**Run 1: wire density map**

Drawn at 2 px/um. 28 x 28 tiles, from dark purple (low) to yellow (high), scaled to the fullest tile. Values are wire area over tile area, all layers added.
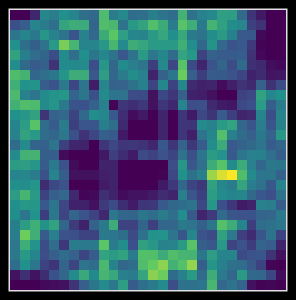
**Run 1: layout detail**

Region (54, 55) to (84, 85) um. Cells in gray, sequential cells in the stronger gray; small squares are vias.
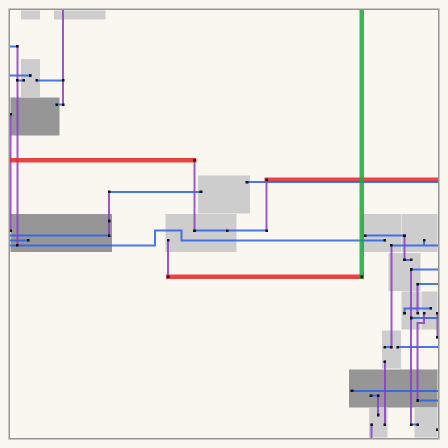
**Run 1: selected gate families**

Drawn at 3 px/um.
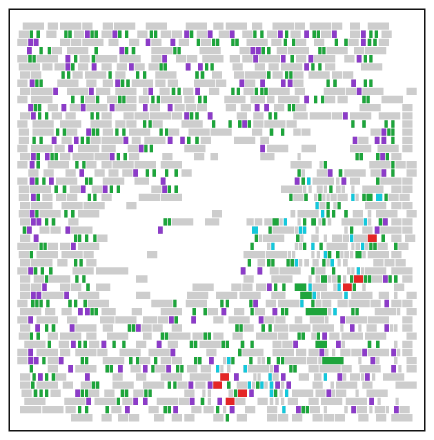
==> config.mk <==
export PLATFORM = sky130hd
export DESIGN_NAME = id_ex_pipe_reg
export DESIGN_NICKNAME = d
export VERILOG_FILES = /design/src/rtl/pipe_pkg.sv /design/src/rtl/load_use_detect.sv /design/src/rtl/id_ex_pipe_reg.sv
export SDC_FILE = /design/constraint.sdc
export NUM_CORES = 1
export LEC_CHECK = 0
export ABC_AREA = 1
export CORE_AREA = 2 2 136 138
export CTS_BUF_LIST = sky130_fd_sc_hd__clkbuf_2 sky130_fd_sc_hd__clkbuf_4 sky130_fd_sc_hd__clkbuf_8
export DETAILED_ROUTE_END_ITERATION = 8
export DIE_AREA = 0 0 138 140
export HOLD_SLACK_MARGIN = 0.15
export PLACE_DENSITY = 0.77
export SYNTH_ARGS = -nofsm -noshare
export SYNTH_HDL_FRONTEND = slang
export SYNTH_HIERARCHICAL = 1
export SYNTH_SLANG_ARGS = --single-unit
==> constraint.sdc <==
create_clock -name clk_i -period 5.95 [get_ports clk_i]
set_input_delay 1.4875 -clock clk_i [delete_from_list [all_inputs] [get_ports clk_i]]
set_output_delay 1.4875 -clock clk_i [all_outputs]
set_load 0.02 [all_outputs]
==> src/rtl/pipe_pkg.sv <==
// Shared definitions for the ID/EX pipeline register: control-word layout,
// ALU operation encodings and the NOP control word.
package pipe_pkg;

  localparam int CTRL_W         = 14;
  localparam int CTRL_REGWRITE  = 13;
  localparam int CTRL_ALUOP_HI  = 12;
  localparam int CTRL_ALUOP_LO  = 10;
  localparam int CTRL_ALUSRC    = 9;
  localparam int CTRL_REGDST    = 8;
  localparam int CTRL_BRANCH    = 7;
  localparam int CTRL_MEMREAD   = 6;
  localparam int CTRL_MEMWRITE  = 5;
  localparam int CTRL_MEMTOREG  = 4;
  localparam int CTRL_JUMP      = 3;
  localparam int CTRL_BRTYPE    = 2;
  localparam int CTRL_JAL       = 1;
  localparam int CTRL_CMPZERO   = 0;

  typedef enum logic [2:0] {
    ALU_ADD   = 3'd0,
    ALU_SUB   = 3'd1,
    ALU_AND   = 3'd2,
    ALU_OR    = 3'd3,
    ALU_SLT   = 3'd4,
    ALU_RTYPE = 3'd5,
    ALU_LUI   = 3'd6,
    ALU_XOR   = 3'd7
  } alu_op_t;

  // All-zero word: no register write, no memory access, no control transfer.
  localparam logic [CTRL_W-1:0] CTRL_NOP = '0;

  function automatic logic ctrl_mem_read(input logic [CTRL_W-1:0] ctrl);
    return ctrl[CTRL_MEMREAD];
  endfunction

endpackage

==> src/rtl/load_use_detect.sv <==
// Load-use hazard detection: a load in EX whose destination is read by the
// instruction in ID forces one bubble. Register $0 never creates a dependency.
module load_use_detect #(
  parameter int RADDR_W = 5
) (
  input  logic               ex_mem_read,
  input  logic               ex_valid,
  input  logic               flush,
  input  logic [RADDR_W-1:0] id_rs,
  input  logic [RADDR_W-1:0] id_rt,
  input  logic               id_rt_used,
  input  logic [RADDR_W-1:0] ex_rt,
  output logic               stall
);

  logic rs_hit;
  logic rt_hit;

  assign rs_hit = (id_rs == ex_rt) && (id_rs != '0);
  assign rt_hit = id_rt_used && (id_rt == ex_rt) && (id_rt != '0);

  // A flushed ID instruction is discarded anyway, so it must not stall.
  assign stall = ex_mem_read && ex_valid && !flush && (rs_hit || rt_hit);

endmodule

==> src/rtl/id_ex_pipe_reg.sv <==
// ID/EX pipeline register with load-use bubble insertion, branch flush,
// global hold and a saturating bubble counter.
module id_ex_pipe_reg
  import pipe_pkg::*;
#(
  parameter int DATA_W  = 32,
  parameter int RADDR_W = 5,
  parameter int CNT_W   = 16
) (
  input  logic               clk_i,
  input  logic               rst_i,
  input  logic               hold_i,
  input  logic               flush_i,
  input  logic [CTRL_W-1:0]  id_ctrl_i,
  input  logic [DATA_W-1:0]  id_pc4_i,
  input  logic [DATA_W-1:0]  id_rs_data_i,
  input  logic [DATA_W-1:0]  id_rt_data_i,
  input  logic [DATA_W-1:0]  id_imm_i,
  input  logic [5:0]         id_funct_i,
  input  logic [RADDR_W-1:0] id_rs_i,
  input  logic [RADDR_W-1:0] id_rt_i,
  input  logic [RADDR_W-1:0] id_rd_i,
  input  logic               id_rt_used_i,
  output logic [CTRL_W-1:0]  ex_ctrl_o,
  output logic [DATA_W-1:0]  ex_pc4_o,
  output logic [DATA_W-1:0]  ex_rs_data_o,
  output logic [DATA_W-1:0]  ex_rt_data_o,
  output logic [DATA_W-1:0]  ex_imm_o,
  output logic [5:0]         ex_funct_o,
  output logic [RADDR_W-1:0] ex_rs_o,
  output logic [RADDR_W-1:0] ex_rt_o,
  output logic [RADDR_W-1:0] ex_rd_o,
  output logic               ex_valid_o,
  output logic               stall_o,
  output logic [CNT_W-1:0]   bubble_cnt_o
);

  load_use_detect #(.RADDR_W(RADDR_W)) u_hazard (
    .ex_mem_read (ctrl_mem_read(ex_ctrl_o)),
    .ex_valid    (ex_valid_o),
    .flush       (flush_i),
    .id_rs       (id_rs_i),
    .id_rt       (id_rt_i),
    .id_rt_used  (id_rt_used_i),
    .ex_rt       (ex_rt_o),
    .stall       (stall_o)
  );

  always_ff @(posedge clk_i) begin
    if (rst_i) begin
      ex_ctrl_o    <= CTRL_NOP;
      ex_pc4_o     <= '0;
      ex_rs_data_o <= '0;
      ex_rt_data_o <= '0;
      ex_imm_o     <= '0;
      ex_funct_o   <= '0;
      ex_rs_o      <= '0;
      ex_rt_o      <= '0;
      ex_rd_o      <= '0;
      ex_valid_o   <= 1'b0;
      bubble_cnt_o <= '0;
    end else if (flush_i) begin
      // Squashed slot: data still loads, the NOP control word makes it harmless.
      ex_ctrl_o    <= CTRL_NOP;
      ex_valid_o   <= 1'b0;
      ex_pc4_o     <= id_pc4_i;
      ex_rs_data_o <= id_rs_data_i;
      ex_rt_data_o <= id_rt_data_i;
      ex_imm_o     <= id_imm_i;
      ex_funct_o   <= id_funct_i;
      ex_rs_o      <= id_rs_i;
      ex_rt_o      <= id_rt_i;
      ex_rd_o      <= id_rd_i;
    end else if (hold_i) begin
      ex_ctrl_o    <= ex_ctrl_o;
    end else if (stall_o) begin
      ex_ctrl_o    <= CTRL_NOP;
      ex_valid_o   <= 1'b0;
      if (bubble_cnt_o != '1)
        bubble_cnt_o <= bubble_cnt_o + CNT_W'(1);
    end else begin
      ex_ctrl_o    <= id_ctrl_i;
      ex_valid_o   <= 1'b1;
      ex_pc4_o     <= id_pc4_i;
      ex_rs_data_o <= id_rs_data_i;
      ex_rt_data_o <= id_rt_data_i;
      ex_imm_o     <= id_imm_i;
      ex_funct_o   <= id_funct_i;
      ex_rs_o      <= id_rs_i;
      ex_rt_o      <= id_rt_i;
      ex_rd_o      <= id_rd_i;
    end
  end

endmodule

==> out/qor.yml, run 1 <==
clocking:
  cts_inserted_buffers: 17
  cts-root-buf: "clkbuf_8"
  cts_resized: 0
  hold_buffers: 0
layout:
  num-nonclk-inverters: 35
  buffers: 355
  comb_share_pct: 26.3
  area_growth_pct: 56.7
  finalInstanceArea_sq_um: 10800
power:
  p_total_w: 0.00266
  pg_seq_w: 0.00132
  switching_share_pct: 28.0
  powerComb_w: 0.000521
  internal_power_w: 0.00191
  p_clk_w: 0.000818
critical_path:
  reg2reg_depth: 12
  crit_fanout: 4
  critPathCaptureType: "output port"
routing:
  drt.antenna.violating_nets: 0
grt:
  overflow: 0
  antenna_found_initial: 0
  grt_pass1_wl_um: 34000
floorplanning:
  die_height_um: 140
  fp_util_pct: 38.7
final_timing:
  hold_viol: 0
  slew-limit-headroom_pct: 42.8
  fin_ws_ns: 1.09
  finClkSkew_ns: 0.0103
yosys:
  avgSynthCellArea_sq_um: 7.46
  synth_cell_types: 27
  ys_area_sq_um: 6880
  yosys_most_used_dff: "dfxtp_1"
  syn_nets: 1092
  yosysTopAreaCell: "dfxtp_1"
status:
  status: "finished, final reports clean"
About 'wire density map':
The mean over all tiles is 0.18. The emptiest ninth of the die: middle. 7.4% of the tiles are nearly empty.
final WL: 21,200 um
via count: 6,866
routed len/inst: 14.3 um
GRT Resource Usage Total: 21.8%

About 'layout detail':
M4: in green. M1: in blue. M3: in red. M2: in purple.
13 logic cells have their middle in the window. Sequential cells in the window: 2. Most frequent: nor2_1 (4), buf_4 (3), dfxtp_1 (2). Netlist names of flops here include ex_pc4_o (2).

About 'selected gate families':
inv cells: in cyan, cells 35, most used inv_1. nor cells: in green, cells 355, most used nor2_1, where spread over the die. xor and xnor cells: in red, cells 7, most used xor2_1, where bottom middle. aoi and oai cells: in purple, cells 169, most used o21ai_0, where spread over the die.

==> run 1: flip-flops by register name (all words and copies together), names as in the netlist, 6 cells and up <==
signal        flops
ex_funct_o        6
ex_ctrl_o        14
ex_rt_data_o     32
ex_rs_data_o     32
ex_imm_o         32
bubble_cnt_o     16
ex_pc4_o         32
==> run 1: routing by layer <==
layer / routed length [um] / up-vias / share of wire (%) / GRT usage (%)
li1: - / 3542 / - / -
met1: 8450 / 3032 / 40 / 24.5
met2: 10500 / 242 / 49 / 37.9
met3: 1530 / 50 / 7.2 / 6.91
met4: 720 / 0 / 3.4 / 9.94
met5: 0 / - / 0 / 0
==> run 1: cells in the final DEF, fill, tap and decap left out, types with 7 or more instances in the layout <==
cell type	count
o21ai_1	24
nor2_1	345
o21ai_0	126
inv_1	32
clkbuf_8	19
a21oi_1	19
buf_4	7
clkdlybuf4s50_1	348
xor2_1	7
nand3_1	9
dfxtp_1	180
nand2_1	99
==> run 1: critical path, stage by stage <==
cell	delay (ns)
clkdlybuf4s50_1	0.52
nor2_1	0.06
nand2_1	0.07
nand2_1	0.05
nand2_1	0.05
nand3_1	0.11
a21oi_1	0.20
buf_4	0.18
clkdlybuf4s50_1	0.64
==> run 1: worst min path at each step <==
stage,start,endpoint,slack (ns),cells after the start
3_3_place_gp,ex_ctrl_o[0],ex_ctrl_o[0],0.44,2
2_1_floorplan,ex_ctrl_o[0],ex_ctrl_o[0],0.53,2
6_report,ex_ctrl_o[13],ex_ctrl_o[13],0.47,2
3_5_place_dp,ex_ctrl_o[0],ex_ctrl_o[0],0.45,2
5_1_grt,ex_ctrl_o[5],ex_ctrl_o[5],0.49,2
4_1_cts,ex_ctrl_o[0],ex_ctrl_o[0],0.47,2
==> inputs of run 2 (changes only) <==
- CORE_AREA: 2 2 136 138 -> default
- CORE_MARGIN: default -> 2
- CORE_UTILIZATION: default -> 37
- DIE_AREA: 0 0 138 140 -> default
- clock period: 5.95 -> 3.9 ns (I/O delays scaled with it)
**Run 2: placed standard cells**

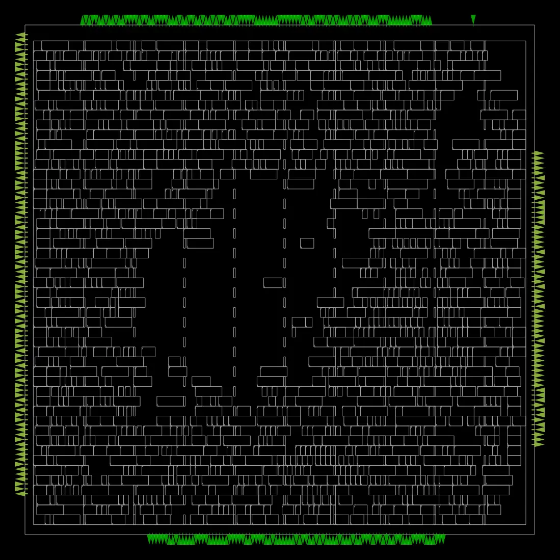
Core Area: 18,100 sq um
Non-Filler Instances: 1,488

==> run 2 against run 1 <==
Effect of this change: critical path depth fell by 2; first-iteration DRC count rose by 16%; wire length decreased by 0.71%; core utilization shrank 0.61 points; final cell count grew 0.27%.
==> out/qor.yml, run 2 <==
critical_path:
  critPathCaptureType: "output port"
  cp_slowest_stage_delay_ns: 0.59
  cpMostUsedCell: "clkdlybuf4s50_1"
  path_cells: "clkdlybuf4s50_1, xor2_1, nor2_1, nand3_1, a21oi_1, buf_4, clkdlybuf4s50_1"
  cp_slowest_cell: "clkdlybuf4s50_1"
  reg2reg_depth: 13
  cp_num_cells: 7
  crit_fanout: 3
  path_buffers: 3
final_timing:
  hold_viol: 0
  finClkSkew_ns: 0.0121
  slew-limit-headroom_pct: 54.1
  fin_ws_ns: 0.166
power:
  p_total_w: 0.00410
  internal_power_w: 0.00296
  switching_share_pct: 27.8
yosys:
  ys_area_sq_um: 6880
  synth_cell_types: 27
  avgSynthCellArea_sq_um: 7.46
  syn_nets: 1092
  yosys_most_used_dff: "dfxtp_1"
  yosysTopAreaCell: "dfxtp_1"
routing:
  drt.antenna.violating_nets: 0
  wl_per_cell_um: 14.1
  num_vias: 6880
layout:
  lay_top_count: "clkdlybuf4s50_1"
  area_growth_pct: 57.8
  finalInstanceArea_sq_um: 10900
  lay_top_cells: "348 x clkdlybuf4s50_1, 345 x nor2_1, 180 x dfxtp_1, 126 x o21ai_0, 99 x nand2_1"
status:
  status: "finished, final reports clean"
clocking:
  cts_resized: 0
  hold_buffers: 0
  cts_inserted_buffers: 17
grt:
  antenna_found_initial: 2
  grt_usage_pct: 20.9
  overflow: 0
hold_path:
  holdPathStages: 2
## run 2: cell counts after synthesis
No cell type changed its count.
## run 2: through the flow
| step | util (%) | instances |
|---|---|---|
| floorplan | - | 923 |
| global placement | 57.9 | 1456 |
| detailed placement | 57.9 | 1456 |
| CTS | 60.1 | 1487 |
| global route | 60.1 | 1488 |
| finish | 60.1 | 1488 |
## run 2: logic make-up after synthesis
logic type / share of synthesized area (%)
AOI/OAI and AO/OA: 12.3
xor gates and xnor gates: 0.891
adders and majority gates: 0.182
buffers and inverters: 6.44
DFF: 52.4
and+or+nand+nor: 27.8
## run 2: path summary, 6_finish.rpt
path / slack (ns) / to / from
max reg2reg: 1.43 / ex_rt_data_o[28] / ex_rt_o[0]
min reg2reg: 0.47 / ex_ctrl_o[0] / ex_ctrl_o[0]
min: 0.47 / ex_ctrl_o[0] / ex_ctrl_o[0]
max: 0.17 / stall_o / id_rs_i[2]
## run 2: layout make-up
class	count	area, sq um	share of cell area (%)
flip-flops and latches	180	3600	33.2
repair buffers	359	3600	33.2
multi-input cells	653	2840	26.1
well taps	229	287	2.64
clock buffers	18	248	2.28
clock inverters	13	148	1.36
inverters	35	136	1.26
diodes	1	2.50	0.0230
## run 2: power groups by stage
stage                     clock (W)  sequential, W  combinational (W)
final                       0.00128        0.00202           0.000801
after global routing        0.00139        0.00203           0.000868
after CTS                   0.00133        0.00202           0.000809
after detailed placement          0        0.00206           0.000806
after global placement            0        0.00205           0.000800
after floorplan                   0        0.00220           0.000209
## run 2: metal layers
metal | global-route usage, % | wire length [um] | vias up
met3 | 7.69 | 1690 | 43
li1 | - | - | 3554
met4 | 8.77 | 624 | 2
met5 | 0 | 10 | -
met2 | 35.7 | 10300 | 228
met1 | 23.5 | 8390 | 3053
==> inputs of run 3 (changes only) <==
- GPL_TIMING_DRIVEN: default -> 0
**Run 3: layout detail**

Region (55, 55) to (85, 85) um. Cells in gray, sequential cells in the stronger gray; small squares are vias.
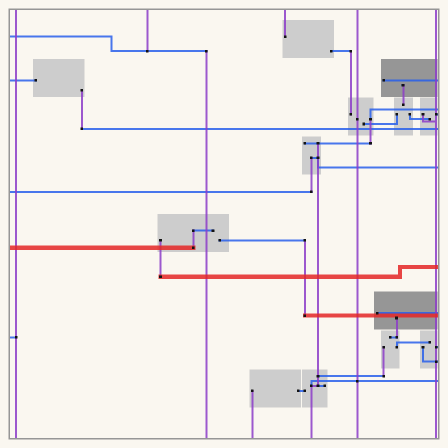
M3: in red. M1: in blue. M2: in purple.
Sequential cells in the window: 2. 13 logic cells have their middle in the window. Most frequent: nor2_1 (4), clkdlybuf4s50_1 (3). Netlist names of flops here include ex_pc4_o (2).

==> run 3 against run 2 <==
Effect of this change: sequential share of layout area shrank 0.54 points; hold slack gained 0.00093 ns; critical path type unchanged; clock-buffer cell count grew 2; worst setup slack gained 0.25 ns; clock power is essentially flat; highest routed layer is now met4; sequential power is essentially flat.
==> out/qor.yml, run 3 <==
grt:
  grt_pass1_wl_um: 35100
  antenna_found_initial: 1
critical_path:
  rr_endpoint: "ex_imm_o[7]"
  endpoint: "stall_o"
  critPathCaptureType: "output port"
floorplanning:
  die_height_um: 140
yosys:
  ys_area_sq_um: 6880
  yosys_most_used_dff: "dfxtp_1"
  avgSynthCellArea_sq_um: 7.46
  muxShareOfSynthArea_pct: 0
  aoi_share_pct: 12.3
clocking:
  hold_buffers: 0
  cts_inserted_buffers: 17
  cts-root-buf: "clkbuf_8"
place:
  dp.cells: 1499
layout:
  lay_top_cells: "346 x clkdlybuf4s50_1, 345 x nor2_1, 180 x dfxtp_1, 126 x o21ai_0, 99 x nand2_1"
  flop_area_sq_um: 3600
  area_growth_pct: 60.4
  finalNonFillerCells: 1531
status:
  status: "finished, final reports clean"
power:
  internal_power_w: 0.00294
  p_clk_w: 0.00126
final_timing:
  hold_viol: 0
hold_path:
  min_from: "ex_ctrl_o[13]"
run 3: worst min path at each step:
| stage | end | slack, ns | depth (start not counted) |
|---|---|---|---|
| final | ex_ctrl_o[13] | 0.47 | 2 |
| after global routing | ex_ctrl_o[3] | 0.49 | 2 |
| after CTS | ex_ctrl_o[1] | 0.47 | 2 |
| after detailed placement | ex_ctrl_o[1] | 0.46 | 2 |
| after global placement | ex_ctrl_o[0] | 0.45 | 2 |
| after floorplan | ex_ctrl_o[0] | 0.53 | 2 |
run 3: metal layers:
layer | share of wire (%) | wire length, um | up-vias
met1 | 40 | 9130 | 3132
met3 | 8.0 | 1810 | 37
li1 | - | - | 3634
met2 | 49 | 11100 | 252
met4 | 2.9 | 655 | 0
met5 | 0 | 0 | -
run 3: metrics by stage:
stage	setup slack (ns)	total power (W)	cell area, sq um
after CTS	0.0446	0.00414	11000
after global placement	-0.233	0.00287	10600
final	0.420	0.00410	11000
after floorplan	0.955	0.00241	6880
after global routing	0.287	0.00429	11000
after detailed placement	-0.253	0.00289	10600
run 3: logic make-up (layout without fill, tap and decap cells):
kind of cell | after synthesis | count (layout)
buffers and inverters | 90 | 468
other | 0 | 1
flip-flops | 180 | 180
AND/OR/NAND/NOR | 476 | 476
XOR/XNOR | 7 | 7
AND-OR/OR-AND | 169 | 169
adder cells (fa/ha/maj) | 1 | 1
run 3: critical path, delay by kind of cell:
kind	cells	cell delay (ns)
AOI/OAI and AO/OA	1	0.29
buffers and inverters	3	0.83
and+or+nand+nor	4	0.40
run 3: layout make-up:
class                   instances  area share, %
clock buffers                  20           2.44
repair buffers                347           31.5
clock inverters                11           1.04
flip-flops and latches        180           32.6
well taps                     229           2.59
multi-input cells             653           25.8
diodes                          1         0.0227
inverters                      35           1.19
plain buffers                  55           2.82
Power and IR drop assume default switching activity.
